[src/rtl/wdt_ctrl_regs.sv]
// Watchdog register front-end: CPU register port, two-key kick sequence, lock,
// sticky interrupt status and escalation to a system reset request.
module wdt_ctrl_regs #(
  parameter int unsigned      WD_CNT_W = 16,
  parameter int unsigned      ESC_W    = 16,
  parameter logic [ESC_W-1:0] ESC_RST  = ESC_W'(8'hFF),
  parameter logic [15:0]      KEY1     = 16'h5555,
  parameter logic [15:0]      KEY2     = 16'hAAAA
) (
  input  logic                i_clk,
  input  logic                i_reset,
  input  logic                i_wr,
  input  logic                i_rd,
  input  logic [2:0]          i_addr,
  input  logic [31:0]         i_wdata,
  output logic [31:0]         o_rdata,
  output logic                o_rvalid,
  output logic                o_wd_en,
  output logic                o_wd_clear,
  output logic [WD_CNT_W-1:0] o_wd_val,
  input  logic                i_wd_irq,
  output logic                o_irq,
  output logic                o_sys_rst_req
);

  localparam logic [2:0] A_CTRL   = 3'd0;
  localparam logic [2:0] A_LOAD   = 3'd1;
  localparam logic [2:0] A_KICK   = 3'd2;
  localparam logic [2:0] A_STATUS = 3'd3;
  localparam logic [2:0] A_ESC    = 3'd4;

  typedef enum logic {K_IDLE, K_K1} kick_t;
  typedef enum logic [1:0] {ESC_IDLE, ESC_ARMED, ESC_FIRE} esc_t;

  kick_t               kick_q, kick_n;
  esc_t                esc_q, esc_n;
  logic                en_q, en_n, irq_en_q, irq_en_n, rst_en_q, rst_en_n, lock_q, lock_n;
  logic [WD_CNT_W-1:0] load_q, load_n;
  logic [ESC_W-1:0]    esc_reg_q, esc_reg_n, cnt_q, cnt_n;
  logic                pend_q, pend_n, kerr_q, kerr_n, escd_q, escd_n;
  logic                irq_prev_q, irq_rise;
  logic                clear_q, clear_n, key_err_set;
  logic                irq_q, rst_req_q, rvalid_q;
  logic [31:0]         rdata_q, rdata_c;
  logic [2:0]          w1c;
  logic                unused_wdata;

  assign unused_wdata  = ^i_wdata;
  assign irq_rise      = i_wd_irq & ~irq_prev_q;
  assign o_rdata       = rdata_q;
  assign o_rvalid      = rvalid_q;
  assign o_wd_en       = en_q;
  assign o_wd_clear    = clear_q;
  assign o_wd_val      = load_q;
  assign o_irq         = irq_q;
  assign o_sys_rst_req = rst_req_q;

  // Configuration registers; frozen while LOCK is set.
  always_comb begin
    en_n      = en_q;
    irq_en_n  = irq_en_q;
    rst_en_n  = rst_en_q;
    lock_n    = lock_q;
    load_n    = load_q;
    esc_reg_n = esc_reg_q;
    if (i_wr && !lock_q) begin
      case (i_addr)
        A_CTRL: begin
          en_n     = i_wdata[0];
          irq_en_n = i_wdata[1];
          rst_en_n = i_wdata[2];
          lock_n   = i_wdata[31];
        end
        A_LOAD:  load_n    = i_wdata[WD_CNT_W-1:0];
        A_ESC:   esc_reg_n = i_wdata[ESC_W-1:0];
        default: ;
      endcase
    end
  end

  // Kick key sequence.
  always_comb begin
    kick_n      = kick_q;
    clear_n     = 1'b0;
    key_err_set = 1'b0;
    if (i_wr) begin
      case (kick_q)
        K_IDLE: begin
          if (i_addr == A_KICK) begin
            if (i_wdata[15:0] == KEY1) kick_n = K_K1;
            else                       key_err_set = 1'b1;
          end
        end
        K_K1: begin
          kick_n = K_IDLE;
          if (i_addr == A_KICK && i_wdata[15:0] == KEY2) clear_n = 1'b1;
          else                                           key_err_set = 1'b1;
        end
        default: kick_n = K_IDLE;
      endcase
    end
  end

  // Escalation: a pending kick pulse beats both arming and expiry.
  always_comb begin
    esc_n = esc_q;
    cnt_n = cnt_q;
    case (esc_q)
      ESC_IDLE: begin
        if (irq_rise && en_q && rst_en_q && !clear_q) begin
          esc_n = ESC_ARMED;
          cnt_n = esc_reg_q;
        end
      end
      ESC_ARMED: begin
        if (clear_q || !en_q || !rst_en_q) esc_n = ESC_IDLE;
        else if (cnt_q == '0)              esc_n = ESC_FIRE;
        else                               cnt_n = cnt_q - ESC_W'(1);
      end
      ESC_FIRE: esc_n = ESC_FIRE;
      default:  esc_n = ESC_IDLE;
    endcase
  end

  // Sticky status with write-1-to-clear; a same-cycle set wins.
  always_comb begin
    w1c    = (i_wr && i_addr == A_STATUS) ? i_wdata[2:0] : 3'b000;
    pend_n = (pend_q & ~w1c[0]) | irq_rise;
    kerr_n = (kerr_q & ~w1c[1]) | key_err_set;
    escd_n = (escd_q & ~w1c[2]) | (esc_n == ESC_FIRE);
  end

  always_comb begin
    rdata_c = '0;
    case (i_addr)
      A_CTRL:   rdata_c = {lock_q, 28'b0, rst_en_q, irq_en_q, en_q};
      A_LOAD:   rdata_c = 32'(load_q);
      A_STATUS: rdata_c = {29'b0, escd_q, kerr_q, pend_q};
      A_ESC:    rdata_c = 32'(esc_reg_q);
      default:  rdata_c = '0;
    endcase
  end

  always_ff @(posedge i_clk) begin
    if (i_reset) begin
      kick_q     <= K_IDLE;
      esc_q      <= ESC_IDLE;
      en_q       <= 1'b0;
      irq_en_q   <= 1'b0;
      rst_en_q   <= 1'b0;
      lock_q     <= 1'b0;
      load_q     <= '1;
      esc_reg_q  <= ESC_RST;
      cnt_q      <= '0;
      pend_q     <= 1'b0;
      kerr_q     <= 1'b0;
      escd_q     <= 1'b0;
      irq_prev_q <= 1'b0;
      clear_q    <= 1'b0;
      irq_q      <= 1'b0;
      rst_req_q  <= 1'b0;
      rvalid_q   <= 1'b0;
      rdata_q    <= '0;
    end else begin
      kick_q     <= kick_n;
      esc_q      <= esc_n;
      en_q       <= en_n;
      irq_en_q   <= irq_en_n;
      rst_en_q   <= rst_en_n;
      lock_q     <= lock_n;
      load_q     <= load_n;
      esc_reg_q  <= esc_reg_n;
      cnt_q      <= cnt_n;
      pend_q     <= pend_n;
      kerr_q     <= kerr_n;
      escd_q     <= escd_n;
      irq_prev_q <= i_wd_irq;
      clear_q    <= clear_n;
      irq_q      <= pend_n & irq_en_n;
      rst_req_q  <= (esc_n == ESC_FIRE);
      rvalid_q   <= i_rd;
      rdata_q    <= i_rd ? rdata_c : '0;
    end
  end

endmodule
[config.mk]
export PLATFORM = sky130hd
export DESIGN_NAME = wdt_ctrl_regs
export DESIGN_NICKNAME = d
export VERILOG_FILES = /design/src/rtl/wdt_ctrl_regs.sv
export SDC_FILE = /design/constraint.sdc
export NUM_CORES = 1
export LEC_CHECK = 0
export ABC_CLOCK_PERIOD_IN_PS = 5800
export CORE_ASPECT_RATIO = 1.1
export CORE_UTILIZATION = 54
export CTS_BUF_LIST = sky130_fd_sc_hd__clkbuf_2
export CTS_CLUSTER_DIAMETER = 40
export CTS_CLUSTER_SIZE = 10
export DETAILED_ROUTE_END_ITERATION = 12
export GPL_ROUTABILITY_DRIVEN = 0
export GPL_TIMING_DRIVEN = 0
export PLACE_DENSITY_LB_ADDON = 0.05
export SYNTH_ARGS = -nofsm -noshare
export SYNTH_HDL_FRONTEND = slang
export SYNTH_SLANG_ARGS = --single-unit
[constraint.sdc]
create_clock -name i_clk -period 5.8 [get_ports i_clk]
set_clock_uncertainty 0.15 [all_clocks]
set_input_delay 0.87 -clock i_clk [delete_from_list [all_inputs] [get_ports i_clk]]
set_output_delay 0.87 -clock i_clk [all_outputs]
set_load 0.02 [all_outputs]
Fig. 1: signal wires by layer
The bar under the picture is 20 µm long. Two of the layers only.
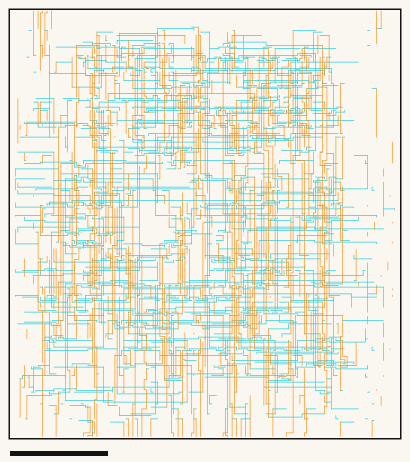
Cyan stands for metal 1, wire length 4,080 µm. Orange stands for metal 2, wire length 4,500 µm.
WL/cell: 15.6 µm
via count: 3,348

Fig. 2: clock routing
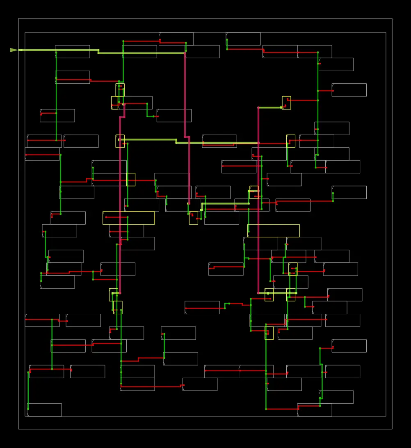
number of buffers added by the clock tree synthesis step: 9
Clock group: 0.330 mW
sequential cell count of the final layout: 80

Fig. 3: metal 2
The bar under the picture is 20 µm long.
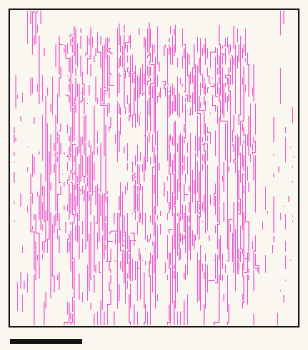
The wires run mostly vertical. 446 nets have wire on it.
final wirelength: 9340 µm
met2 GRT Util: 47.1%

==> metrics.log <==
[metrics] run summary
INFO  metric outcome = finished clean
INFO  metric setup-tns-final = 0 ns
INFO  metric floorplan.io_pins = 93
INFO  metric met1_length = 4080 µm
INFO  metric filler_cell_count = 518
INFO  metric rsz0062_at_grt = false
INFO  metric max-clock-path-buffers = 2
INFO  metric hold_path.class = reg2reg
INFO  metric irDropWorstVdd = 0.195 mV
INFO  metric drive_above_1_share = 8.88%
INFO  metric design_power_total = 1.01 mW
INFO  metric cellPowerDensity = 228 mW/mm²
INFO  metric mappedNetlistArea = 0.00357 mm²
INFO  metric grt_max_degree = 13
INFO  metric worst_hold_startpoint = kick_q
INFO  metric layout.cells.non_filler = 598
INFO  metric synthDominantAreaCellType = dfxtp_1
INFO  metric via_count_of_the_first_global_routing_pass = 3,125
INFO  metric log.warning_count = 41
INFO  metric std_cell_rows = 30
INFO  metric leakage_power_summed_over_all_cells = 1.66 nW
INFO  metric worst_hold_path.endpoint = o_wd_clear
INFO  metric synth_async_sr_flop_share = 0%
INFO  metric syn_inst = 429
INFO  metric timing.critical_path.to_type = flip-flop
INFO  metric dr_wl_met3 = 534 µm
INFO  metric cell_area_placed = 0.00431 mm²
INFO  metric layout_worst_path_cycle_share = 45.6%
INFO  metric cts_tree = yes
INFO  metric yosys_area = 0.00357 mm²
INFO  metric layout_min_cycle_time = 2.64 ns
INFO  metric cts_repair_resize_count = 0
INFO  metric yosys-stat-cells = 429
INFO  metric dr_pass1_iterations = 5
INFO  metric worst_slew_pin_slew = 0.666 ns
INFO  metric numPlacedInstances = 582
INFO  metric starting_utilization_of_the_core_area = 57.0%
INFO  metric die_area = 0.00694 mm²
INFO  metric clkTransAtPathRegs = 0.20 ns
INFO  metric r2r_end = cnt_q[1]
INFO  metric globalRouteOverflowTotal = 0
INFO  metric top_routing_layer_used = met4
INFO  metric routed-wl-met2 = 4500 µm
INFO  metric number_of_drc_markers_in_iteration_0 = 250
INFO  metric report.final.setup_viol = 0
INFO  metric timing.fmax = 0.378 GHz
INFO  metric report.final.hold_viol_count = 0
INFO  metric detailedPlacementHpwl = 6770 µm
INFO  metric synth.distinct_cells = 48
INFO  metric timing.critical_path.arrival = 2.95 ns
INFO  metric nets = 554
INFO  metric grt_first_pass_wirelength = 15,100 µm
INFO  metric top_cell_area_share = 44.8%
INFO  metric n_antenna_cell = 0
INFO  metric detail_route_antenna_nets = 0
INFO  metric top_cells_by_area = dfxtp_1 (45%), nand2_1 (8.0%), mux2i_1 (5.3%), a21oi_1 (4.6%), nor2_1 (4.1%)
INFO  metric yosysWarningCount = 0
INFO  metric tritoncts_num_sinks = 80
INFO  metric postLayoutCellArea = 0.00444 mm²
INFO  metric detail_route.drc_violations = 0
INFO  metric avgSynthCellArea = 8.32 µm²
INFO  metric cts.root.buffer_cell = clkbuf_2
INFO  metric cell_depth_of_the_worst_flop_to_flop_path = 8
INFO  metric cts_hold_buffers = 0
INFO  metric vias_per_cell = 5.60
INFO  metric number_of_buffers_inserted_to_repair_setup_after_cts = 0
INFO  metric critical_path.max_fanout = 10
INFO  metric slew_violations = 0
INFO  metric yosysSeqAreaShare = 44.8%
INFO  metric worst_skew_pair_latency = 0.51 ns
INFO  metric critical_path.reg2reg.startpoint = cnt_q[0]
INFO  metric max-cap-violations = 0
INFO  metric port_buffers = 59
INFO  metric flop_cell = dfxtp_1
INFO  metric cp.required = 6.11 ns
INFO  metric syn2layout_area_growth = 24.4%
INFO  metric criticalPathCategory = in2reg
INFO  metric setup.reg_to_reg.worst_slack = 3.20 ns
INFO  metric setup.worst_path.start_class = primary input
INFO  metric yosys_register_bits = 80
INFO  metric maxSlewHeadroom = 55.5%
INFO  metric hold_path_depth = 2
INFO  metric grt_usage = 28.6%
INFO  metric antenna_found_initial = 0
INFO  metric post_synth_edffs = 0
INFO  metric cts_htree_levels = 3
Fig. 4: metal 3
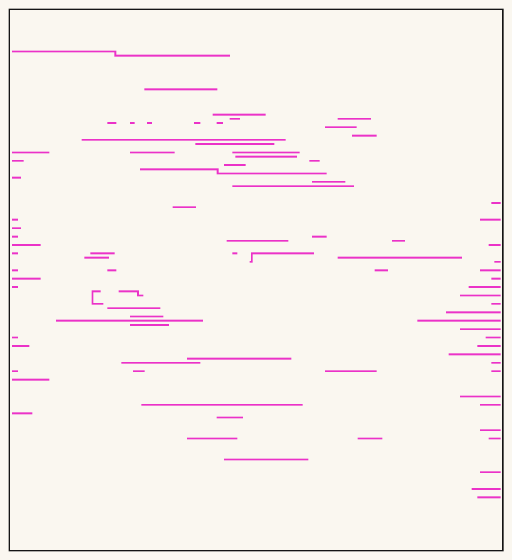
77 nets have wire on it. The layer holds 5.7% of the routed length.
fraction of met3 tracks used by global routing: 4.08%

Fig. 5: floorplan with the power grid
The bar under the picture is 20 µm long. Pins as bars on the die edge.
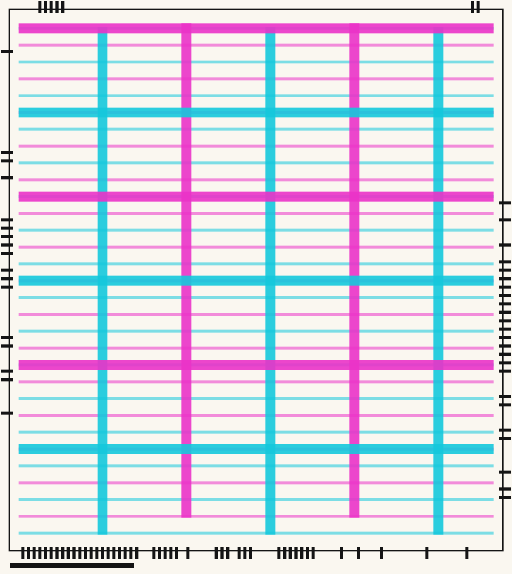
Cyan stands for VSS. Magenta stands for VDD.
31 met1 rails follow the rows. The core has 30 rows. 5 straps on met4.
core area: 0.00627 mm²
vertical extent of the die: 87.3 µm
overall die width: 79.5 µm

[synthesized netlist by cell type (all sizes together), types with 2 or more instances]
cell type   n
inv         4
nor4bb      4
nor3       11
a31o        3
mux2i      19
a21o        3
nor2b       8
a22oi      16
a211oi      6
nand3      16
nand4       4
o21ai      16
a21oi      33
a31oi       4
or3         6
nand2      76
clkbuf     21
nor2       39
nor3b       2
dfxtp      80
nand4bb     2
nor4        6
buf        24
nand2b      7
a22o        3
nor4b       2
[area by class of cell]
type / count / area, µm² / share of cell area [%]
Multi-Input combinational cell: 314 / 1760 / 39.6
Inverter: 4 / 15.0 / 0.338
Tap cell: 80 / 100 / 2.25
Buffer: 45 / 248 / 5.58
Clock buffer: 12 / 60.1 / 1.35
Clock inverter: 4 / 68.8 / 1.55
Sequential cell: 80 / 1600 / 36.0
Timing Repair Buffer: 59 / 591 / 13.3
[sequential cells by signal, indices dropped and copies added (netlist names), 2 cells and up]
signal and count:
esc_q 2, o_wd_val 16, o_rdata 17, cnt_q 16, esc_reg_q 16
[power by group]
| part | internal [mW] | switching, mW | leakage (nW) |
|---|---|---|---|
| clock network | 0.146 | 0.184 | 0.0836 |
| logic | 0.0496 | 0.0648 | 0.931 |
| registers | 0.561 | 0.00749 | 0.649 |
| total | 0.757 | 0.256 | 1.66 |
[cell usage in the layout, fill, tap and decap left out, types with 4 or more instances in the layout]
master,instances
mux2i_1,19
nor4_1,4
o21ai_0,5
nor3_1,11
a22oi_1,16
nor2b_1,8
buf_2,6
nand2_1,76
conb_1,15
buf_4,15
nand3_1,16
nand2b_1,7
a31oi_1,4
nand4_1,4
clkdlybuf4s50_1,59
a21oi_1,33
nor4bb_1,4
clkbuf_2,12
nor2_1,39
o21ai_1,11
or3_1,6
clkbuf_1,21
dfxtp_1,80
a211oi_1,6
[kinds of logic (layout without fill, tap and decap cells)]
family	after synthesis	in the layout	share of synthesized area, %
compound gates	90	90	15.8
fa+ha+maj	1	1	0.350
buf+inv	49	124	7.36
flops	80	80	44.8
mux	20	20	5.64
other cells	1	15	0.105
simple gates	188	188	25.9
[metrics by stage]
stage / setup slack [ns] / util (%) / hold slack (ns)
final: 3.16 / 70.9 / 0.334
after global routing: 2.98 / 70.9 / 0.366
after CTS: 3.17 / 70.9 / 0.340
after detailed placement: 2.65 / 68.8 / 0.315
after global placement: 2.66 / 68.8 / 0.315
after floorplan: 3.29 / - / 0.291
[metal layers]
metal  vias to the layer above  GRT usage, %
met3                        17          4.08
met5                         -             0
met2                       130          47.1
met1                      1566          36.7
met4                         0          13.7
li1                       1635             -
[critical path: stages]
cell and delay (ns):
clkdlybuf4s50_1 0.63, nand2b_1 0.18, nor4b_2 0.60, clkbuf_1 0.43, nand2_1 0.10, a21oi_1 0.13
[worst max-delay path by stage]
stage / startpoint / end / slack, ns / depth (start not counted)
2_1_floorplan: i_addr[0] / o_wd_val[10] / 3.29 / 8
3_3_place_gp: i_wr / esc_reg_q[11] / 2.66 / 6
3_5_place_dp: i_wr / esc_reg_q[12] / 2.65 / 6
4_1_cts: o_wd_en / o_wd_en / 3.17 / 1
5_1_grt: i_wr / esc_reg_q[11] / 2.98 / 6
6_report: i_wr / esc_reg_q[12] / 3.16 / 6
Power is estimated from default activity; no workload was simulated.
